Fig. 1: run 1, selected gate families
The bar under the picture is 20 um long.
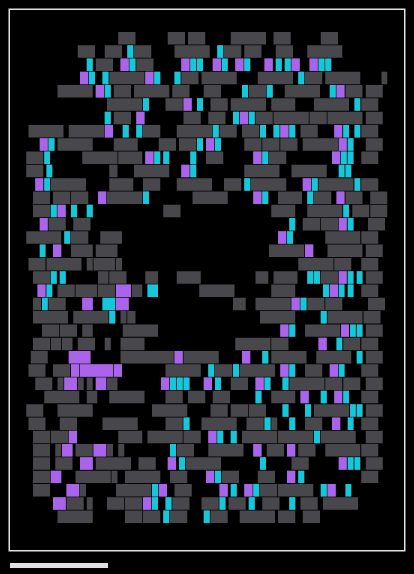
Fig. 2: run 1, clock wiring as the flow saved it
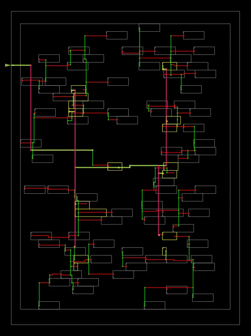
Fig. 3: run 1, sequential cells grouped by signal name
The bar under the picture is 20 um long. Other sequential cells in the stronger gray, the rest of the logic in the fainter gray.
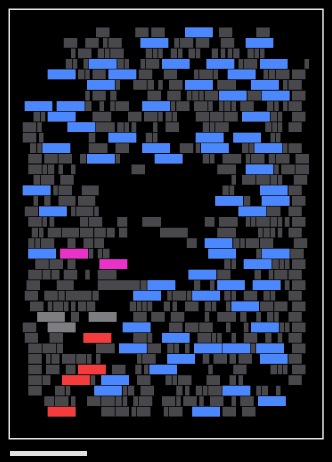
$ cat src/rtl/alux_arbiter.sv
// Round-robin two-port arbiter/sequencer for the shared alux ALU; ALUX_ARB_TIMEOUT_EN adds the maxclock timeout.
// Latency: ack 3 cycles after a granted req (immediate done), 1 cycle for illegal opcodes; requesters hold req until their ack.
module alux_arbiter #(
  parameter int DATA_W = 64,
  parameter int OPR_W  = 4,
  parameter int CNT_W  = 6
) (
  input  logic              clock,
  input  logic              reset,
  input  logic [CNT_W-1:0]  maxclock,
  input  logic              req0,
  input  logic              req1,
  input  logic [OPR_W-1:0]  opr0,
  input  logic [OPR_W-1:0]  opr1,
  output logic              ack0,
  output logic              ack1,
  output logic [DATA_W-1:0] result,
  output logic              err,
  output logic              tout,
  output logic              busy,
  output logic              alu_start,
  output logic [OPR_W-1:0]  alu_opr,
  input  logic              alu_done,
  input  logic [DATA_W-1:0] alu_result
);

  typedef enum logic [1:0] {S_IDLE, S_ISSUE, S_WAIT, S_RESP} state_t;

  state_t              state_q, state_d;
  logic                grant_q, grant_d;
  logic                last_q, last_d;
  logic [OPR_W-1:0]    opr_q, opr_d;
  logic [DATA_W-1:0]   result_q, result_d;
  logic                err_q, err_d;
  logic                tout_q, tout_d;
  logic                pick;

`ifdef ALUX_ARB_TIMEOUT_EN
  logic [CNT_W-1:0]    cnt_q, cnt_d;
`else
  logic                unused_maxclock;
  assign unused_maxclock = ^maxclock;
`endif

  function automatic logic opr_legal(input logic [OPR_W-1:0] op);
    case (op)
      OPR_W'(4'h0), OPR_W'(4'h1), OPR_W'(4'h2), OPR_W'(4'h3), OPR_W'(4'h4),
      OPR_W'(4'h6), OPR_W'(4'h8), OPR_W'(4'h9), OPR_W'(4'hA): opr_legal = 1'b1;
      default: opr_legal = 1'b0;
    endcase
  endfunction

  always_comb begin
    state_d  = state_q;
    grant_d  = grant_q;
    last_d   = last_q;
    opr_d    = opr_q;
    result_d = result_q;
    err_d    = err_q;
    tout_d   = tout_q;
    pick     = 1'b0;
`ifdef ALUX_ARB_TIMEOUT_EN
    cnt_d    = cnt_q;
`endif
    case (state_q)
      S_IDLE: begin
        err_d  = 1'b0;
        tout_d = 1'b0;
        if (req0 || req1) begin
          // On a tie the port not served last wins; last_q resets to 1 so port 0 takes the first tie.
          pick    = (req0 && req1) ? ~last_q : req1;
          grant_d = pick;
          last_d  = pick;
          opr_d   = pick ? opr1 : opr0;
          if (opr_legal(opr_d)) begin
            state_d = S_ISSUE;
          end else begin
            state_d = S_RESP;
            err_d   = 1'b1;
          end
        end
      end
      S_ISSUE: begin
`ifdef ALUX_ARB_TIMEOUT_EN
        cnt_d = '0;
`endif
        state_d = S_WAIT;
      end
      S_WAIT: begin
        if (alu_done) begin
          result_d = alu_result;
          tout_d   = 1'b0;
          state_d  = S_RESP;
        end
`ifdef ALUX_ARB_TIMEOUT_EN
        else if (cnt_q >= maxclock) begin
          result_d = alu_result;
          tout_d   = 1'b1;
          state_d  = S_RESP;
        end else begin
          cnt_d = cnt_q + CNT_W'(1);
        end
`endif
      end
      S_RESP: state_d = S_IDLE;
      default: state_d = S_IDLE;
    endcase
  end

  always_ff @(posedge clock) begin
    if (reset) begin
      state_q  <= S_IDLE;
      grant_q  <= 1'b0;
      last_q   <= 1'b1;
      opr_q    <= '0;
      result_q <= '0;
      err_q    <= 1'b0;
      tout_q   <= 1'b0;
`ifdef ALUX_ARB_TIMEOUT_EN
      cnt_q    <= '0;
`endif
    end else begin
      state_q  <= state_d;
      grant_q  <= grant_d;
      last_q   <= last_d;
      opr_q    <= opr_d;
      result_q <= result_d;
      err_q    <= err_d;
      tout_q   <= tout_d;
`ifdef ALUX_ARB_TIMEOUT_EN
      cnt_q    <= cnt_d;
`endif
    end
  end

  // err/tout are only meaningful alongside an ack, so they are held low elsewhere.
  assign ack0      = (state_q == S_RESP) && !grant_q;
  assign ack1      = (state_q == S_RESP) &&  grant_q;
  assign err       = (state_q == S_RESP) && err_q;
  assign tout      = (state_q == S_RESP) && tout_q;
  assign busy      = (state_q != S_IDLE);
  assign alu_start = (state_q == S_ISSUE);
  assign alu_opr   = opr_q;
  assign result    = result_q;

endmodule

$ cat config.mk
export PLATFORM = sky130hd
export DESIGN_NAME = alux_arbiter
export DESIGN_NICKNAME = d
export VERILOG_FILES = /design/src/rtl/alux_arbiter.sv
export SDC_FILE = /design/constraint.sdc
export NUM_CORES = 1
export LEC_CHECK = 0
export CORE_ASPECT_RATIO = 1.4
export CORE_MARGIN = 3
export CORE_UTILIZATION = 35
export CTS_CLUSTER_DIAMETER = 80
export CTS_CLUSTER_SIZE = 30
export DETAILED_ROUTE_END_ITERATION = 10
export GPL_ROUTABILITY_DRIVEN = 0
export PLACE_DENSITY = 0.76
export SYNTH_ARGS = -nofsm -noshare
export SYNTH_HDL_FRONTEND = slang
export SYNTH_SLANG_ARGS = --single-unit
$ cat constraint.sdc
create_clock -name clock -period 3.42 [get_ports clock]
set_clock_uncertainty 0.2 [all_clocks]
set_input_delay 0.342 -clock clock [delete_from_list [all_inputs] [get_ports clock]]
set_output_delay 0.342 -clock clock [all_outputs]
set_load 0.01 [all_outputs]
==> run notes, run 1 <==
Observations from the implementation run.

Critical path:
- Counting stages on the worst path, the most repeated cell is sky130_fd_sc_hd__inv_1.
- The run gives the maximum net fanout on the critical path as 8.
- In this design, the largest share of critical-path delay is due to buffers and inverters.
- Listed in order, past its start point the critical path passes inv_1 > ha_1 > inv_1 > clkdlybuf4s50_1.
- The run puts the data arrival at the endpoint of the critical path at 1.81 ns.
- Counting both buffers and inverters, the worst setup path holds a total of 3.
- STA classifies the critical path endpoint as an output pin.
- The run puts the data required time at the worst endpoint at 2.88 ns.
- The worst setup path is launched from a register.

Clock network:
- The run gives the number of gates given a new drive strength after cts as 0.
- The H-tree was split into 3 levels.
- CTS saw 73 sinks.
- Clock-pin slew was measured on the worst setup and hold paths at 0.07 ns.
- The run gives the CTS root buffer as sky130_fd_sc_hd__clkbuf_8.
- In this run the deepest clock path goes through 2 buffers.
- The run puts the buffers inserted during post-CTS setup optimization at 0.

Logic synthesis:
- The run gives the post-synthesis xor/xnor area fraction as 0.
- The run gives the largest family of logic cells by area as simple AND/OR/NAND/NOR gates.
- The run puts the area fraction in compound gates after synthesis at 0.167.
- The run puts the fraction of synthesized area in multiplexers at 0.0183.
- The run puts the adder and majority gate portion of the synthesized area at 0.0229.
- The run puts the synthesized net count at 428.
- The cell count after synthesis came out at 340.
- For reference, the post-synthesis area per instance comes to 8.03 sq um.
- Yosys stat counts 340 cells in the synthesized netlist.
- The run puts the simple logic cell fraction of the synthesized area at 0.214.
- The mapped netlist covers 2730 sq um.
- Once synthesis finished, the tally of register bits stood at 73.
- The share of the Yosys chip area taken by registers is 0.536.
- The run puts the count of different cell masters after synthesis at 28.

Finish:
- The library cell used most frequently in the layout, excluding fill and tap cells, is sky130_fd_sc_hd__clkdlybuf4s50_1.
- The run gives the area of all placed cells without fillers as 4480 sq um.
- In this run the layout overhead on the synthesized area is reported as 64.3%.
- The run puts the number of nets in the final layout at 568.
- In the final design, more cell area goes to buffers than to any other class.
- The run puts the non-clock inverter total of the final layout at 3.
- The run gives the number of fill cells as 670.
- The run gives the share of cell area taken by multi-input logic gates as 0.259.
- The run gives the multi-input gate area in the final layout as 1160 sq um.
- The top cell types in the final layout, fill and taps aside, are sky130_fd_sc_hd__clkdlybuf4s50_1 (148), sky130_fd_sc_hd__nand2_1 (129), sky130_fd_sc_hd__dfxtp_1 (73), sky130_fd_sc_hd__a21oi_1 (65), sky130_fd_sc_hd__clkbuf_8 (12).
- Measured on the final layout, the clock distribution area share stands at 0.0463.
- Per the final layout report, the fraction of cells sized above drive strength 1 comes to 0.0515.

Global route:
- The number of global-route vias before repair came to 2562.
- Entering global routing, the biggest net connects 48 pins.
- The run gives the met3 routing resource usage after global routing as 0.0383.
- Summed over all layers, the global routing overflow is 0.
- The run gives the wire length of the first global-routing pass as 12300 um.
- The run gives the routing layer with the top usage in global route as met2.
- The run puts the number of antenna violations at the first check in global routing at 0.

Placement:
- The run gives the worst slack after detailed placement as 1.16 ns.
- The run puts the number of cells after detailed placement at 566.
- Input and output buffers added on the ports amount to 149.
- Detailed placement ended at an HPWL of 5530 um.

Timing:
- The run puts the final worst hold slack at 0.252 ns.
- The run gives the final hold violation count as 0.
- Setup repair after global routing left no endpoint under its margin.
- Measured against its own limit, the worst slew margin works out to 0.437.
- In the post-route analysis, the smallest setup slack over all paths is 1.07 ns.
- The run puts the maximum clock frequency at 426 MHz.
- The run puts the summed negative setup slack over all endpoints at 0 ns.
- The run gives the count of pins over their slew limit as 0.
- The run gives the final critical delay including setup and external delays as 2.35 ns.
- The last timing report of the flow puts the setup violation total at 0.

Floorplan:
- The run gives the horizontal die dimension as 80.6 um.
- The run puts the number of rows created at floorplan at 37.
- The run gives the top-level I/O count as 157.
- The run gives the tap cell instance count as 97.
- The run gives the die extent in y as 110 um.
- The run gives the core area as 7450 sq um.

Pwr:
- The leakage power in the latest report is 1.57 nW.
- Switching power as a fraction of the total was reported as 0.298.
- The run gives the total power consumption of the routed design as 0.00253 W.
- The run puts the cell-internal power at 0.00177 W.
- The worst-case IR drop observed on VDD is 297 uV.
- The run gives the sequential cell fraction of total power as 0.408.
- The run puts the part of the power in the clock network at 0.273.

Drt:
- The run puts the remaining antenna violation count after routing at 0.
- The run gives the number of vias in the routed layout as 2698.
- The run puts the number of iterations in the first detailed-routing pass at 4.
- The first routing iteration left 151 violations.
- The run puts the number of vias per cell after detailed routing at 4.64.
- The run puts the number of design rule violations left after detail routing at 0.

Status:
- The flow ran to the end, and the final reports show no timing, DRC or antenna violations.

Hold path:
- The min-delay analysis places its worst path in the category reg2reg.

Run:
- The run puts the number of max-cap violations at 0.
-- Fig. 1 (at the start) --
[nand cells] cyan | cells: 131 | where: all over the die
[aoi and oai cells] purple | cells: 80 | where: all over the die

-- Fig. 2 (at the start) --
number of buffers created by CTS: 9
number of clock buffers in the layout: 14
Clock Power: 0.000689 W
Seq Cell Count: 73

-- Fig. 3 (at the start) --
[state_q] magenta | sequential cells: 2
[alu_opr] red | sequential cells: 4 | where: bottom left
[result] blue | sequential cells: 64 | where: all over the die
not colored: 3
sequential cell area in the final layout: 1460 sq um
final core utilization: 0.601
Seq. pwr: 0.00103 W
Seq area share: 0.326

==> run 1: registers in the layout (all words and copies together), names as in the netlist <==
signal and flops:
last_q 1, result 64, grant_q 1, alu_opr 4, state_q 2, err_q 1
==> run 1: Yosys cell counts, drive strengths merged <==
library cell,count,area share
mux2i,5,0.018
a31oi,3,0.0069
nand2,130,0.18
ha,5,0.023
a21boi,1,0.0069
inv,3,0.0041
o22ai,1,0.0023
nand3b,1,0.0028
o31ai,1,0.0046
a21oi,66,0.12
a211oi,5,0.014
conb,1,0.0014
a22oi,1,0.0028
nor2,10,0.015
o32a,1,0.0037
or2,1,0.0023
nor2b,3,0.0069
o21ai,2,0.0037
and2,3,0.0069
clkbuf,13,0.018
dfxtp,73,0.54
buf,10,0.019
nor3,1,0.0018
==> run 1: power groups by stage <==
stage | clock network [W] | logic, W | registers [W]
global route | 0.000760 | 0.000896 | 0.00105
floorplan | 0 | 0.000376 | 0.00109
CTS | 0.000715 | 0.000818 | 0.00103
finish | 0.000689 | 0.000807 | 0.00103
global placement | 0 | 0.000798 | 0.00104
detailed placement | 0 | 0.000816 | 0.00105
==> run 1: routing by layer <==
| metal | part of all wire | wire [um] |
|---|---|---|
| met5 | 0 | 0 |
| met4 | 0.034 | 261 |
| met1 | 0.39 | 2970 |
| met3 | 0.078 | 597 |
| met2 | 0.50 | 3830 |
==> run 1: path summary, 6_finish.rpt <==
kind               from    endpoint  slack (ns)  cells past startpoint
max          state_q[0]        busy        1.07                      4
min           result[8]   result[8]        0.25                      2
max reg2reg  state_q[0]  result[15]        1.23                      6
min reg2reg   result[8]   result[8]        0.25                      2
==> run 1: kinds of logic (layout without fill, tap and decap cells) <==
group,after synthesis,after routing
compound gates,81,81
buf+inv,26,171
flops,73,73
mux,5,5
other cells,1,1
simple gates,149,149
fa+ha+maj,5,5
Fig. 4: run 1, signal wires by layer
Two of the layers only.
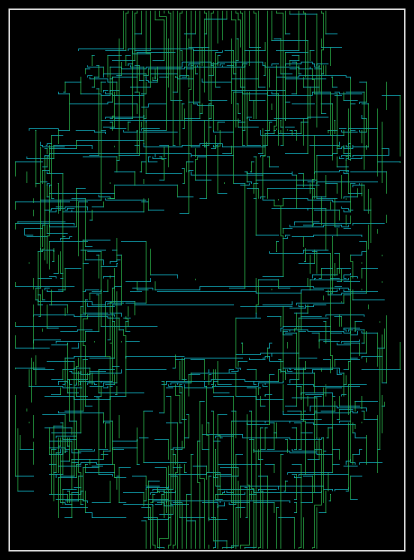

## Run 2: what changed since run 1
- clock period: 3.42 -> 2.4 ns (I/O delays scaled with it)
Fig. 5: run 2, signal wires by layer
Two of the layers only.
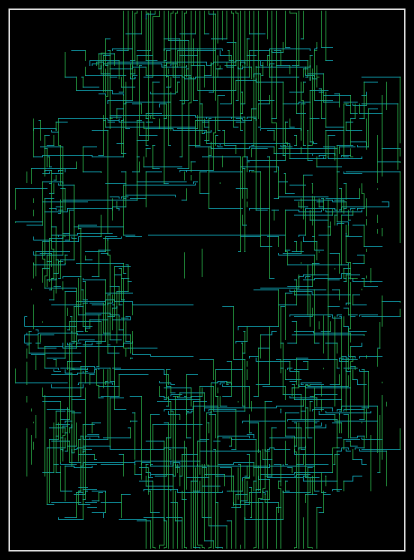
[M2] green | wire length: 4070 um
[M1] cyan | wire length: 2830 um
Total Routed Length: 7700 um
DR vias: 2760
DR WL/cell: 13.2 um
overall routing resource usage: 0.172

==> run 2 against run 1 <==
Against the previous run:
- final cell count grew 0.17%
- global-route usage shrank 0.31 points
- worst setup slack lost 0.90 ns
- critical path type unchanged
==> run notes, run 2 <==
Observations from the implementation run.

Drt:
- Per the detail_route report, vias per standard cell equal 4.73.
- The run puts the remaining antenna violation count after routing at 0.

Finish:
- The flow measured a signed area growth from synthesis to layout of 63.3%.
- The run puts the share of the core filled with cells at 0.598.
- Among logic cells in the layout, the one with the most instances is sky130_fd_sc_hd__clkdlybuf4s50_1.
- The run gives the multi-input gate area in the final layout as 1160 sq um.
- Of the cells placed in the final design, the portion with a size suffix greater than 1 is 0.0576.
- The run puts the area taken by flip-flops and latches at 1460 sq um.
- The run puts the area of all placed cells without fillers at 4460 sq um.
- The run gives the number of fill cells as 684.

Critical path:
- The run puts the depth of the worst register-to-register path at 6.
- The critical path goes through inv_1 > ha_1 > inv_1 > clkdlybuf4s50_1.
- The kind of cell with the highest combined delay along the critical path is buffers and inverters.

Hold path:
- The run puts the worst hold path stage count at 2.
- The tightest min-delay check is of the in2reg type.

Pwr:
- The run puts the cell leakage power at 1.56 nW.
- The run gives the total power consumption of the routed design as 0.00342 W.
- Across the VDD grid, the largest voltage drop is 428 uV.

Clock network:
- The run puts the number of gates given a new drive strength after cts at 0.
- The run gives the CTS root buffer as sky130_fd_sc_hd__clkbuf_8.
- Per the repair_timing log after CTS, setup buffers inserted total 0.
- The timing report gives the clock slew at the launch and capture registers of the worst setup and hold paths as 0.07 ns.
- The run gives the maximum buffer depth of the clock tree as 2.

Floorplan:
- The run puts the number of rows created at floorplan at 37.
- The run gives the horizontal die dimension as 80.6 um.
- The run puts the core area at 7450 sq um.
- The run puts the die extent in y at 110 um.
- In this run the count of I/O pins placed on the die edge is 157.

Run:
- The run puts the number of max-cap violations at 0.

Timing:
- Counting pins that exceed their max-slew limit in the final report gives 0.
- The run gives the final hold violation count as 0.
- Setup repair after global routing left no endpoint under its margin.
- The run puts the least setup slack across all paths after layout at 0.168 ns.
- The run puts the final critical delay including setup and external delays at 2.23 ns.
- The run puts the headroom to the max-slew limit at 0.502.

Status:
- The run finished with clean final reports.

Logic synthesis:
- The run gives the gate count after technology mapping as 340.
- The most common cell in the synthesized netlist is sky130_fd_sc_hd__nand2_1.
- The synthesized netlist occupies a cell area of 2730 sq um.
- The run puts the share of flip-flops with an asynchronous set or reset after synthesis at 0.
- The run puts the synthesized net count at 428.
- The run gives the count of different cell masters after synthesis as 28.
- The run puts the number of cells in the yosys synthesis report at 340.
- The run puts the part of the Yosys area used for sequential elements at 0.536.
- The run gives the number of flops mapped to enable cells by yosys as 0.
- The largest total area in the synthesized netlist belongs to sky130_fd_sc_hd__dfxtp_1.
- In this run the mean area of a mapped cell was 8.03 sq um.
- The run gives the portion of synthesized cell area occupied by the leading cell type as 0.536.

Global route:
- Recorded from the global router log, the overflow total was 0.
- The run puts the number of antenna violations at the first check in global routing at 0.

Placement:
- The run puts the half-perimeter wire length after detailed placement at 5580 um.
- The run gives the count of port buffers added during placement as 149.
## run 2: cell type report
class                           instances  area share
Sequential cell                        73       0.328
Clock buffer                            9      0.0278
Tap cell                               97      0.0272
Inverter                                3     0.00253
Clock inverter                          7     0.00842
Timing Repair Buffer                  153       0.346
Multi-Input combinational cell        241       0.260
## run 2: power by group
| part | switching, W | internal (W) | total (W) |
|---|---|---|---|
| Sequential | 0.0000919 | 0.00138 | 0.00147 |
| Combinational | 0.000566 | 0.000592 | 0.00116 |
| Clock | 0.000434 | 0.000363 | 0.000797 |
## run 2: cells by family after synthesis
family | Yosys count | synth area share
AND/OR/NAND/NOR | 149 | 0.214
multiplexers | 5 | 0.0183
adder cells (fa/ha/maj) | 5 | 0.0229
AND-OR/OR-AND | 81 | 0.167
flip-flops | 73 | 0.536
buffers and inverters | 26 | 0.0408
other | 1 | 0.00137
## run 2: path summary, 6_finish.rpt
kind              startpoint         end  slack (ns)
setup / recovery  state_q[0]        busy        0.17
hold / removal         reset     grant_q        0.25
setup reg to reg  state_q[0]  result[32]        0.63
hold reg to reg   result[62]  result[62]        0.25
## run 2: worst reg2reg max path: stages (launching register included)
cell and delay [ns]:
sky130_fd_sc_hd__dfxtp_1 0.34, sky130_fd_sc_hd__inv_1 0.12, sky130_fd_sc_hd__ha_1 0.24, sky130_fd_sc_hd__and2_2 0.28
sky130_fd_sc_hd__buf_12 0.27, sky130_fd_sc_hd__nand2_1 0.12, sky130_fd_sc_hd__a21oi_1 0.14
## run 2: layer usage
metal | wire (um) | GRT usage | vias up
met3 | 632 | 0.0514 | 13
met2 | 4070 | 0.309 | 97
met1 | 2830 | 0.180 | 1263
met4 | 162 | 0.0699 | 0
li1 | - | - | 1387
met5 | 0 | 0 | -
Power is estimated from default activity; no workload was simulated.
